--- src/rtl/fsa_sequencer.sv ---
// fsa_sequencer: one-hot instruction-step sequencer for the instruction decoder.
// Walks a NUM_STEPS-wide one-hot step vector, wraps early on decoder aborts at
// steps 7/9/11/13, and supports free-run, halt-at-boundary and single-step modes.
// fsa_out_prime is fsa_out delayed by one clock for pulse generation downstream.
module fsa_sequencer #(
    parameter int NUM_STEPS = 24,
    parameter int CNT_W     = 16
) (
    input  logic                 clk,
    input  logic                 reset,
    input  logic                 start,
    input  logic                 halt_req,
    input  logic                 single_step,
    input  logic                 step_pulse,
    input  logic                 abort8,
    input  logic                 abort10,
    input  logic                 abort12,
    input  logic                 abort14,
    output logic [NUM_STEPS-1:0] fsa_out,
    output logic [NUM_STEPS-1:0] fsa_out_prime,
    output logic                 running,
    output logic                 inst_done,
    output logic [CNT_W-1:0]     inst_count
);

    typedef enum logic {
        IDLE = 1'b0,
        RUN  = 1'b1
    } state_t;

    localparam logic [NUM_STEPS-1:0] STEP0   = NUM_STEPS'(1);
    localparam logic [NUM_STEPS-1:0] VEC_ONE = NUM_STEPS'(1);
    localparam logic [CNT_W-1:0]     CNT_ONE = CNT_W'(1);

    state_t               state;
    state_t               state_next;
    logic [NUM_STEPS-1:0] fsa_next;
    logic                 adv;
    logic                 last;
    logic                 onehot_ok;

    assign running = (state == RUN);

    // Step qualification: advance strobe, last-step detect and one-hot sanity.
    always_comb begin
        adv = single_step ? step_pulse : 1'b1;
        // Only one bit of fsa_out is ever set, so the earliest matching
        // abort step wins automatically; aborts at other steps are masked.
        last = fsa_out[NUM_STEPS-1]
             | (fsa_out[7]  & abort8)
             | (fsa_out[9]  & abort10)
             | (fsa_out[11] & abort12)
             | (fsa_out[13] & abort14);
        onehot_ok = (fsa_out != '0) && ((fsa_out & (fsa_out - VEC_ONE)) == '0);
    end

    // Next-state and next-step decode, with the instruction-boundary pulse.
    always_comb begin
        // NOTE: every output of this block gets a default first so no path
        // leaves a variable unassigned, which would otherwise infer a latch.
        state_next = state;
        fsa_next   = fsa_out;
        inst_done  = 1'b0;
        case (state)
            IDLE: begin
                fsa_next = '0;
                if (start) begin
                    state_next = RUN;
                    fsa_next   = STEP0;
                end
            end
            RUN: begin
                if (!onehot_ok) begin
                    // Unreachable corrupted vector: fall back to a clean IDLE.
                    state_next = IDLE;
                    fsa_next   = '0;
                end else if (adv) begin
                    if (last) begin
                        inst_done = 1'b1;
                        if (halt_req) begin
                            state_next = IDLE;
                            fsa_next   = '0;
                        end else begin
                            fsa_next = STEP0;
                        end
                    end else begin
                        fsa_next = fsa_out << 1;
                    end
                end
            end
            default: begin
                state_next = IDLE;
                fsa_next   = '0;
            end
        endcase
    end

    // State, step vector and its delayed copy.
    always_ff @(posedge clk or posedge reset) begin
        // NOTE: sequential state uses non-blocking assignments so every
        // register samples pre-edge values; fsa_out_prime relies on that.
        if (reset) begin
            state         <= IDLE;
            fsa_out       <= '0;
            fsa_out_prime <= '0;
        end else begin
            state         <= state_next;
            fsa_out       <= fsa_next;
            fsa_out_prime <= fsa_out;
        end
    end

    // Completed-instruction counter, wrapping silently.
    always_ff @(posedge clk or posedge reset) begin
        if (reset) begin
            inst_count <= '0;
        end else if (inst_done) begin
            inst_count <= inst_count + CNT_ONE;
        end
    end

endmodule

--- config.mk ---
export PLATFORM = sky130hd
export DESIGN_NAME = fsa_sequencer
export DESIGN_NICKNAME = d
export VERILOG_FILES = /design/src/rtl/fsa_sequencer.sv
export SDC_FILE = /design/constraint.sdc
export NUM_CORES = 1
export LEC_CHECK = 0
export ABC_CLOCK_PERIOD_IN_PS = 3840
export CORE_AREA = 5 5 83 85
export CTS_BUF_LIST = sky130_fd_sc_hd__clkbuf_4 sky130_fd_sc_hd__clkbuf_8
export DETAILED_ROUTE_END_ITERATION = 10
export DIE_AREA = 0 0 88 90
export GPL_TIMING_DRIVEN = 0
export PLACE_DENSITY_LB_ADDON = 0.3
export SLEW_MARGIN = 20
export SYNTH_ARGS = -nofsm -noshare
export SYNTH_HDL_FRONTEND = slang
export SYNTH_SLANG_ARGS = --single-unit
--- constraint.sdc ---
create_clock -name clk -period 3.84 [get_ports clk]
set_input_delay 0.384 -clock clk [delete_from_list [all_inputs] [get_ports clk]]
set_output_delay 0.384 -clock clk [all_outputs]
set_load 0.02 [all_outputs]
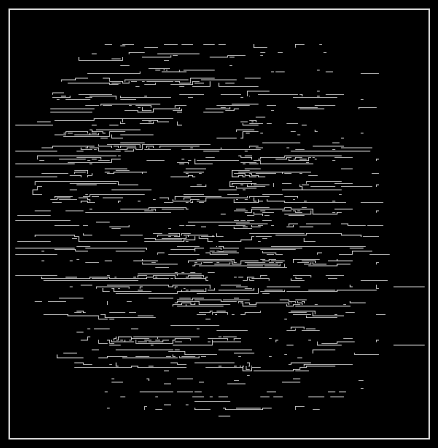
Fig. 1. Met1 routing.
- share of all routed wire: 41%
- longest straight run: 19.8 um
- main direction: horizontal
GR Layer Usage met1: 24.24%
total wire length: 6608 um

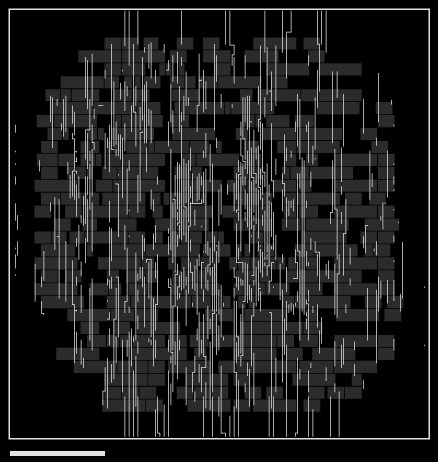
Fig. 2. Met2 routing.
Bar = 20 um.
- wire length on this layer: 3210 um
- longest straight run: 32.8 um
- main direction: vertical
M2 GR Usage: 26.51%
routed via count: 2241

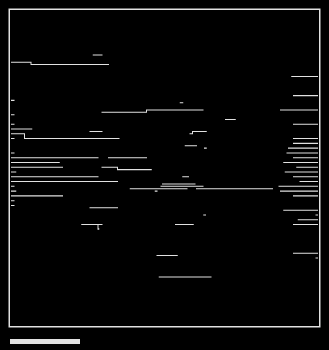
Fig. 3. Signal wires on met3.
Bar = 20 um.
- nets with wire on the layer: 55
- wire length on this layer: 535 um
- share of all routed wire: 8.1%
met3 Resource Use GR: 6.856%

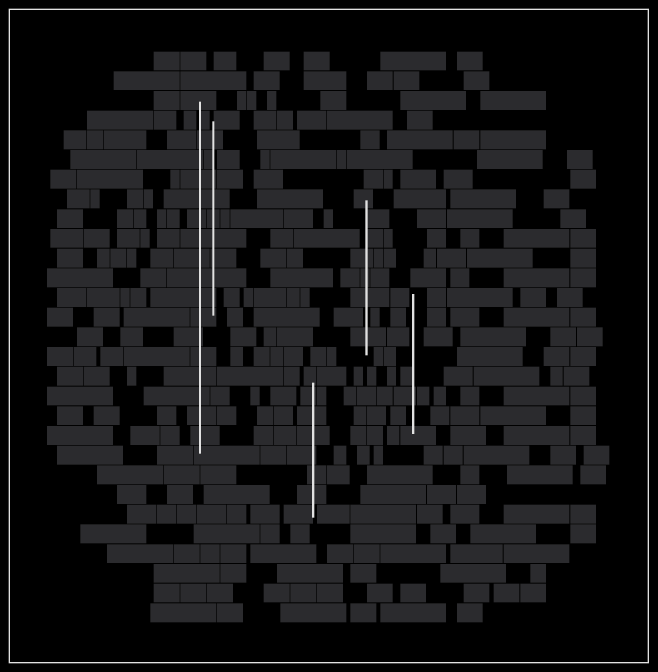
Fig. 4. Met4 routing.
- wire length on this layer: 133 um
- longest straight run: 48.3 um

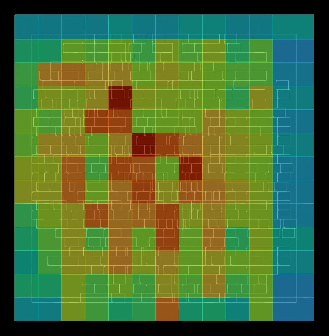
Fig. 5. Routing congestion.
WL/cell: 16.16 um
busiest grt layer: met2
Util after Layout: 66.39%
All-Layer GR Usage: 18.05%

==> summary.txt <==
run metrics: status finished clean, floorplan utilization 48.60%, worst slew pin tran 0.5342 ns, yosys adder share ~1.1%, crit path max fanout 8, Async SR Flop Fraction 100.0%, power density over cell area 339.0 mW/mm^2, Hold Buf Count CTS 0, top layer in use met4, GRT overflow 0, final-report max-slew violation count 0, Max-Cap Viols 0, Pre-Repair DR Iteration Count 4, Distinct lib cells used 47, Post-CTS Setup Bufs 1, HPWL after DPL approximately 4700 um, Logic cell area 0.001261 sq mm, Power, Total between 0.001 and 0.0015 W, tool warnings 26, Seq area share 39.95%, synthesized area between 0.002 and 0.003 sq mm, H-tree depth 3, worst-path cell chain or3_4 -> or3_1 -> maj3_2 -> or4_4 -> nor4b_4 -> dlymetal6s2s_1, clock buffers 12, first-pass GRT wire length 11220 um, Biggest consumer registers, vias in the first global route about 2200, fin crit period 3.435 ns, Worst VDD drop 0.2352 mV, Synth area leader dfrtp_1, final RePlAce weighted congestion 0.7743, Final Setup Violations 0, CP peak stage delay 0.57 ns, Finished Layout Cells 409, switching power 0.0003086 W, Ant. Diodes 0, Synth Area in Simple Gates a little under a quarter, total die size 0.007920 sq mm, flop count 65, well tap count 77
## layout by cell type, fill, tap and decap left out, types with 2 or more instances in the layout
cell             instances
clkdlybuf4s50_1         74
dfrtp_1                 65
a22oi_1                 24
nor2_4                  23
nand2_1                 13
nor2_1                  11
clkbuf_8                11
xnor2_1                  9
nand3_1                  8
nand4_1                  8
clkbuf_1                 6
o21ai_0                  5
nor3_1                   4
or3_1                    4
nor3_2                   4
buf_12                   4
nand2b_1                 3
or4_1                    3
a21oi_1                  3
xor2_1                   3
xor2_2                   3
nor4_2                   2
o41ai_1                  2
o21a_1                   2
o2bb2ai_1                2
o32ai_1                  2
nor4_1                   2
and3_1                   2
inv_1                    2
clkinv_2                 2
## sequential cells by signal, indices dropped and copies added, names as in the netlist
name	count
inst_count	16
fsa_out	24
fsa_out_prime	24
running	1
Power figures rest on the tool's default switching activity, not on a simulated workload.
